==> images/gates.png <==
Scale: 2 px per µm.
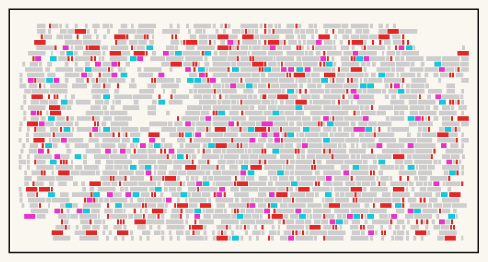
==> images/congestion_map.png <==
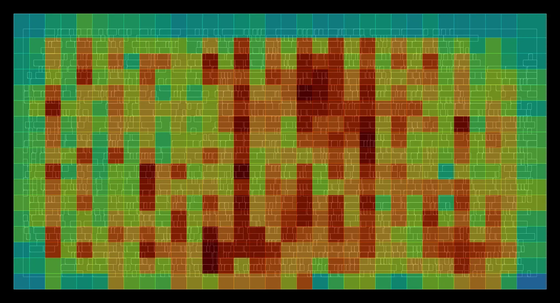
==> images/route_heat.png <==
Scale: 2 px per µm. The die is cut into 23 by 12 equal tiles; white is low, dark blue is high, scaled to the fullest tile. Values are wire area over tile area, all layers added.
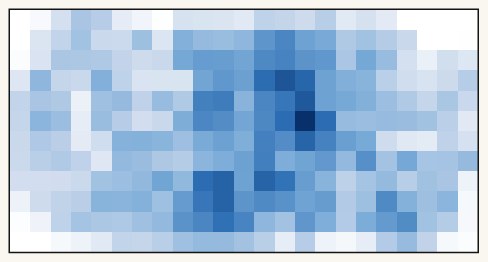
==> images/blocks.png <==
Scale: 1.5 px per µm.
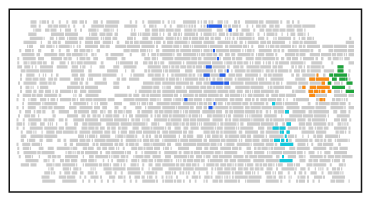
Design gen_reduce_pipe, sky130hd; sources not shown.
==> flow_summary_export.csv <==
group,metric,value,unit
outcome,run_status,"finished clean",
synthesis,post-synth-top-area-cell,"sky130_fd_sc_hd__ha_1",
die,ioPinCount,272,
worst_setup_path,worst_path_dominant_cell_family,"flip-flops",
detailed_routing,maxUsedRoutingLayer,"met4",
power_and_ir_drop,power.combinational.total,4.07,mW
run,cap_viol_max_count,0,
worst_setup_path,cp_num_buf_inv,1,
clock_tree,clkLatencyLatePin,430,ps
synthesis,syn_area_per_cell,9.05,µm²
timing,total_negative_setup_slack,0,ps
worst_setup_path,reg_to_reg_setup_timing_slack,80,ps
timing,drv_slew,0,
synthesis,synth_largest_type_area_fraction,0.348,
die,well_tap_count,336,
clock_tree,htree_num_levels,4,
power_and_ir_drop,switching_share,0.323,
synthesis,netlist_area,12200,µm²
timing,report.final.hold_viol_count,0,
synthesis,ys_area,12200,µm²
finish,n_all_inverters,340,
grt,grt_use_met1,0.251,
power_and_ir_drop,switching_power,3.65,mW
worst_setup_path,crit_chain,"buf_8 -> and2b_1 -> a221o_1 -> nor2b_4",
timing,timing.final.ws_setup,83.1,ps
clock_tree,cts.clk_slew.worst_paths,60,ps
run,warnings,199,
synthesis,post_synth_area_hogs,"sky130_fd_sc_hd__ha_1 (35%), sky130_fd_sc_hd__dfxtp_1 (18%), sky130_fd_sc_hd__inv_1 (10%)",
detailed_routing,detailroute.wirelength.met3,1180,µm
power_and_ir_drop,power.group.top,"combinational logic",
detailed_routing,drt-vias-per-instance,5.18,
placed_design,dpl-instance-area,17900,µm²
placed_design,dpl.cell_count,1962,
worst_setup_path,cp_slowest_cell,"sky130_fd_sc_hd__dfxtp_4",
timing,grt_setup_unrepaired,"true",
detailed_routing,first_pass_iters,5,
finish,drive_gt1_frac,0.552,
placed_design,preCtsSetupSlack,-452,ps
worst_hold_path,hold_path.class,"primary input to flop",
finish,flop-count,113,
power_and_ir_drop,seq_power_share,0.293,
worst_setup_path,path_depth,4,
finish,top_area_cell_class,"logic gates",
clock_tree,cts_tree,"built",
power_and_ir_drop,p_leak,9.17,nW
worst_setup_path,worst_ep_arrival_time,1780,ps
clock_tree,ctsHoldBuffers,0,
power_and_ir_drop,worst_ir_drop_on_vdd,814,µV
synthesis,synth-edff-count,0,
Back to the opening pictures, gates.png:
| color | family | cells | most used | where |
|---|---|---|---|---|
| cyan | non-inverting ao/oa cells | 85 | a221o_1 | widely spread |
| red | inv cells | 340 | inv_2 | widely spread |
| magenta | xor and xnor cells | 86 | xor2_1 | widely spread |
final cell count without fillers: 2042
most frequent logic cell in the layout: sky130_fd_sc_hd__inv_2
combinational share of cell area: 0.573

Back to the opening pictures, congestion_map.png:
post-layout utilization of the core: 0.774
GR peak layer: met2

Back to the opening pictures, route_heat.png:
mean over tiles: 0.21
densest ninth of the die: middle
fullest tile: 0.58
tiles over half the peak: 25%
nearly empty tiles: 5.4%
routed length per instance: 18.6 µm
vias post-DR: 10600

Back to the opening pictures, blocks.png:
| color | instance | cells |
|---|---|---|
| orange | g_lvl[2].g_node[15].u_node | 16 |
| cyan | g_lvl[2].g_node[1].u_node | 15 |
| blue | g_lvl[2].g_node[4].u_node | 14 |
| green | g_lvl[1].g_node[62].u_node | 13 |
not colored: 1646
area of the chip: 28300 µm²

